===== config.mk =====
export PLATFORM = sky130hd
export DESIGN_NAME = nibble_serial_adder_ctrl
export DESIGN_NICKNAME = d
export VERILOG_FILES = /design/src/rtl/nibble_serial_adder_ctrl.sv
export SDC_FILE = /design/constraint.sdc
export NUM_CORES = 1
export LEC_CHECK = 0
export ABC_AREA = 1
export CORE_AREA = 2 2 74 76
export CTS_CLUSTER_DIAMETER = 40
export DETAILED_ROUTE_END_ITERATION = 8
export DIE_AREA = 0 0 76 78
export DONT_BUFFER_PORTS = 1
export GPL_ROUTABILITY_DRIVEN = 0
export PLACE_DENSITY = 0.74
export SLEW_MARGIN = 20
export SYNTH_ARGS = -nofsm -noshare
export SYNTH_HDL_FRONTEND = slang
export SYNTH_SLANG_ARGS = --single-unit

===== constraint.sdc =====
create_clock -name clk -period 2.7 [get_ports clk]
set_input_delay 0.405 -clock clk [delete_from_list [all_inputs] [get_ports clk]]
set_output_delay 0.405 -clock clk [all_outputs]
set_load 0.05 [all_outputs]

===== src/rtl/nibble_serial_adder_ctrl.sv =====
// Adds two WIDTH-bit operands one nibble per clock through a shared 4-bit ripple slice.
// done pulses NIB edges after the accepting edge; start is ignored while busy.
module nibble_serial_adder_ctrl #(
  parameter int WIDTH = 16
) (
  input  logic             clk,
  input  logic             rst,
  input  logic             start,
  input  logic [WIDTH-1:0] a,
  input  logic [WIDTH-1:0] b,
  input  logic             cin,
  output logic             busy,
  output logic             done,
  output logic [WIDTH-1:0] sum,
  output logic             cout,
  output logic             ovf
);

  localparam int NIB = WIDTH / 4;
  localparam int CW  = (NIB > 1) ? $clog2(NIB) : 1;

  typedef enum logic [1:0] {IDLE, RUN, DONE} state_t;

  state_t           state, state_nxt;
  logic [WIDTH-1:0] a_sh, b_sh;
  logic             carry;
  logic [CW-1:0]    cnt;
  logic             accept, last;
  logic [3:0]       slice_sum;
  logic             slice_co;
  logic             rc;
  logic [WIDTH+3:0] sum_cat;
  logic [WIDTH-1:0] sum_shift;

  always_ff @(posedge clk) begin
    if (rst) state <= IDLE;
    else     state <= state_nxt;
  end

  always_comb begin
    state_nxt = state;
    busy      = 1'b0;
    done      = 1'b0;
    accept    = 1'b0;
    last      = 1'b0;
    case (state)
      IDLE: begin
        if (start) begin
          accept    = 1'b1;
          state_nxt = RUN;
        end
      end
      RUN: begin
        busy = 1'b1;
        if (cnt == CW'(NIB - 1)) begin
          last      = 1'b1;
          state_nxt = DONE;
        end
      end
      DONE: begin
        busy      = 1'b1;
        done      = 1'b1;
        state_nxt = IDLE;
      end
      default: state_nxt = IDLE;
    endcase
  end

  // Ripple slice: full adder chain over the low nibble of the operand shift registers.
  always_comb begin
    slice_sum = '0;
    rc        = carry;
    for (int i = 0; i < 4; i++) begin
      slice_sum[i] = a_sh[i] ^ b_sh[i] ^ rc;
      rc           = (a_sh[i] & b_sh[i]) | (rc & (a_sh[i] ^ b_sh[i]));
    end
    slice_co = rc;
  end

  // New nibble enters from the MSB side; the concatenation keeps WIDTH=4 legal.
  always_comb begin
    sum_cat   = {slice_sum, sum} >> 4;
    sum_shift = sum_cat[WIDTH-1:0];
  end

  always_ff @(posedge clk) begin
    if (rst) begin
      a_sh  <= '0;
      b_sh  <= '0;
      carry <= 1'b0;
      cnt   <= '0;
      sum   <= '0;
      cout  <= 1'b0;
      ovf   <= 1'b0;
    end else if (accept) begin
      a_sh  <= a;
      b_sh  <= b;
      carry <= cin;
      cnt   <= '0;
    end else if (state == RUN) begin
      sum   <= sum_shift;
      carry <= slice_co;
      a_sh  <= a_sh >> 4;
      b_sh  <= b_sh >> 4;
      cnt   <= cnt + CW'(1);
      if (last) begin
        cout <= slice_co;
        // On the last pass bit 3 of the shift registers is the original operand MSB.
        ovf  <= (a_sh[3] == b_sh[3]) && (slice_sum[3] != a_sh[3]);
      end
    end
  end

endmodule

**Clock distribution**

The bar under the picture is 20 µm long.
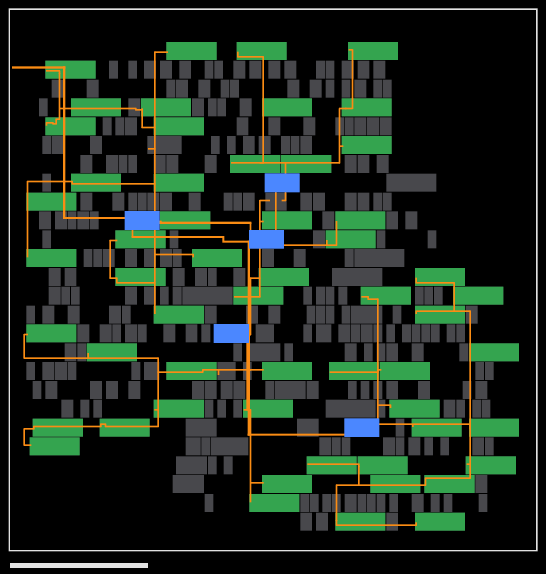
[blue] cells driving clock nets | count: 5
[orange] clock wires | length: 605 µm
[green] flip-flops | count: 55
flops lie: widely spread

**Selected gate families**

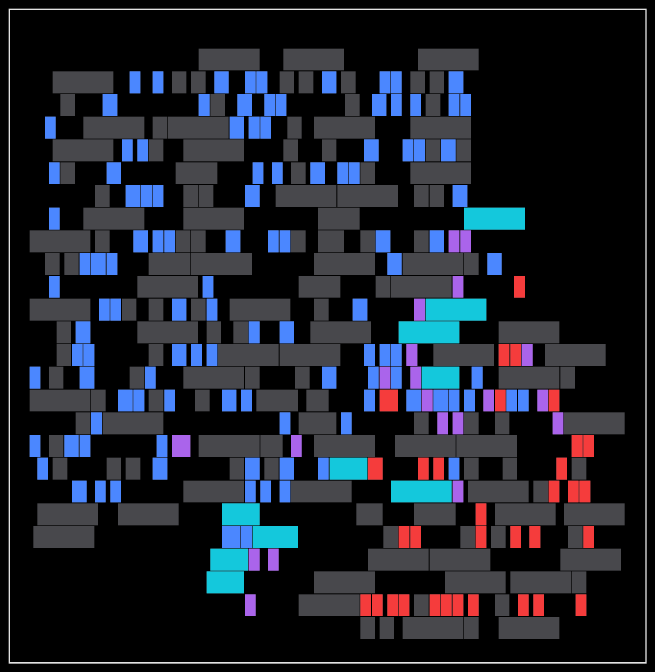
[red] NOR gates | cells: 33 | most used: nor2_1 | where: bottom right
[blue] NAND gates | cells: 113 | most used: nand2_1
[purple] inverters | cells: 20 | most used: inv_1
[cyan] adder and majority cells | cells: 10 | most used: ha_1

**Where the registers sit**

The bar under the picture is 20 µm long. Other sequential cells in the stronger gray, the rest of the logic in the fainter gray.
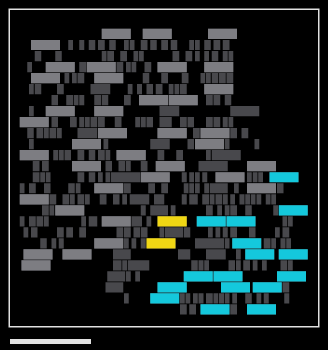
[yellow] cnt | placed flops: 2
[cyan] sum | placed flops: 16
not colored: 37
share of the final layout cell area in sequential cells: 43.05%
power attributed to sequential cells: 1.10 mW
utilization of the core after routing: 50.72%

**Placement by cell class**

The bar under the picture is 20 µm long.
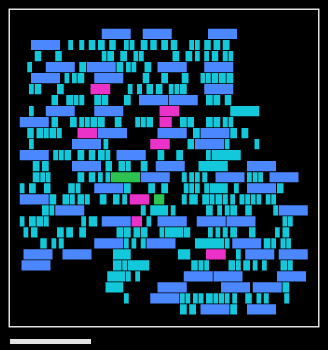
[magenta] clock drivers and dummy loads | cells: 8 | share of their area: 4.0%
[green] other buffers and delay cells | cells: 2 | share of their area: 1.1%
[cyan] all other logic | cells: 255 | share of their area: 50%
[blue] flip-flops | cells: 55 | share of their area: 45%
floorplan row count: 26
Core Box Area: 5042 µm²
post-route cell area: 2557 µm²

**Congestion heat map**

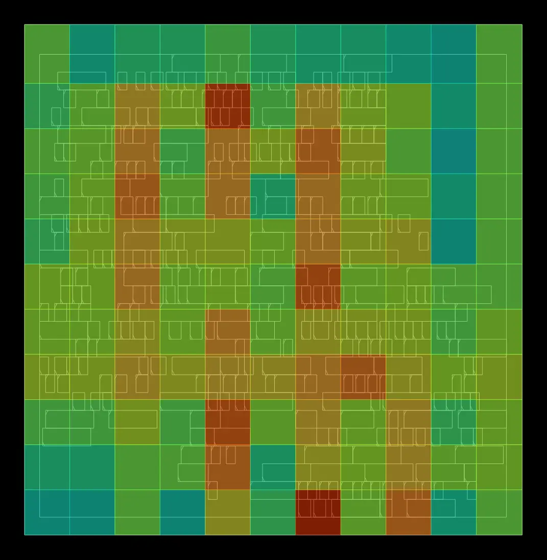
met1 layer usage reported by global route: 18.73%
busiest grt layer: met2
average detailed-routed wire length per instance: 12.54 µm

==> results.txt <==
Flow results follow.

Per the synthesis report, the AND-OR/OR-AND share of the synthesized area is 15.78%. The number of nets in the layout is 365. In the Yosys report the total cell count is 335. The cell accounting for the most synthesized area is dfxtp_1.

The class of the worst hold path is input pin to flop. The clock net in this run drives a total of 55 sinks. The basic-gate share of the synthesized area counting and, or, nand and nor cells is 23.72%. The count of cells along the worst register-to-register path is 13. The destination of the worst register-to-register timing path is ovf$_SDFFE_PP0P_. The cell area after placement is 2459 µm².

The flow ran to the end, and the final reports show no timing, DRC or antenna violations. The static leakage is 1.066 nW. Setup repair after global routing left no endpoint under its margin. Summed over its instances, the top area cell type makes up 43.67% of the synthesized netlist area. The most numerous cell in the Yosys netlist is nand2_1. The final max-slew violation count is 0.

The count of warning messages emitted by the tools is 30. Input and output buffers added on the ports amount to 0. Per the finish-stage timing summary, setup violations number 0. The area of all sequential standard cells is 1101 µm². The count of cells in the finished layout, fillers not included, comes to 390.

For reference, the clock transition at the flip-flops on the worst setup and hold paths is 0.10 ns. The class of the most critical setup path is flop to flop. The number of detailed-route iterations in the first pass is 4. The filler cell count is 521.

The total number of multi-input combinational cells is 235. The kind of launch point of the worst setup path is a flop. The synthesized instance count is 335. The synthesis run shows the most used standard cells to be nand2_1, dfxtp_1, a21oi_1, nand3_1, nor2_1. The via count is 1942. The transition time recorded at the tightest slew-check pin is 0.8118 ns. The main area contributors are dfxtp_1, nand2_1, a21oi_1.
Power is estimated from default activity; no workload was simulated.
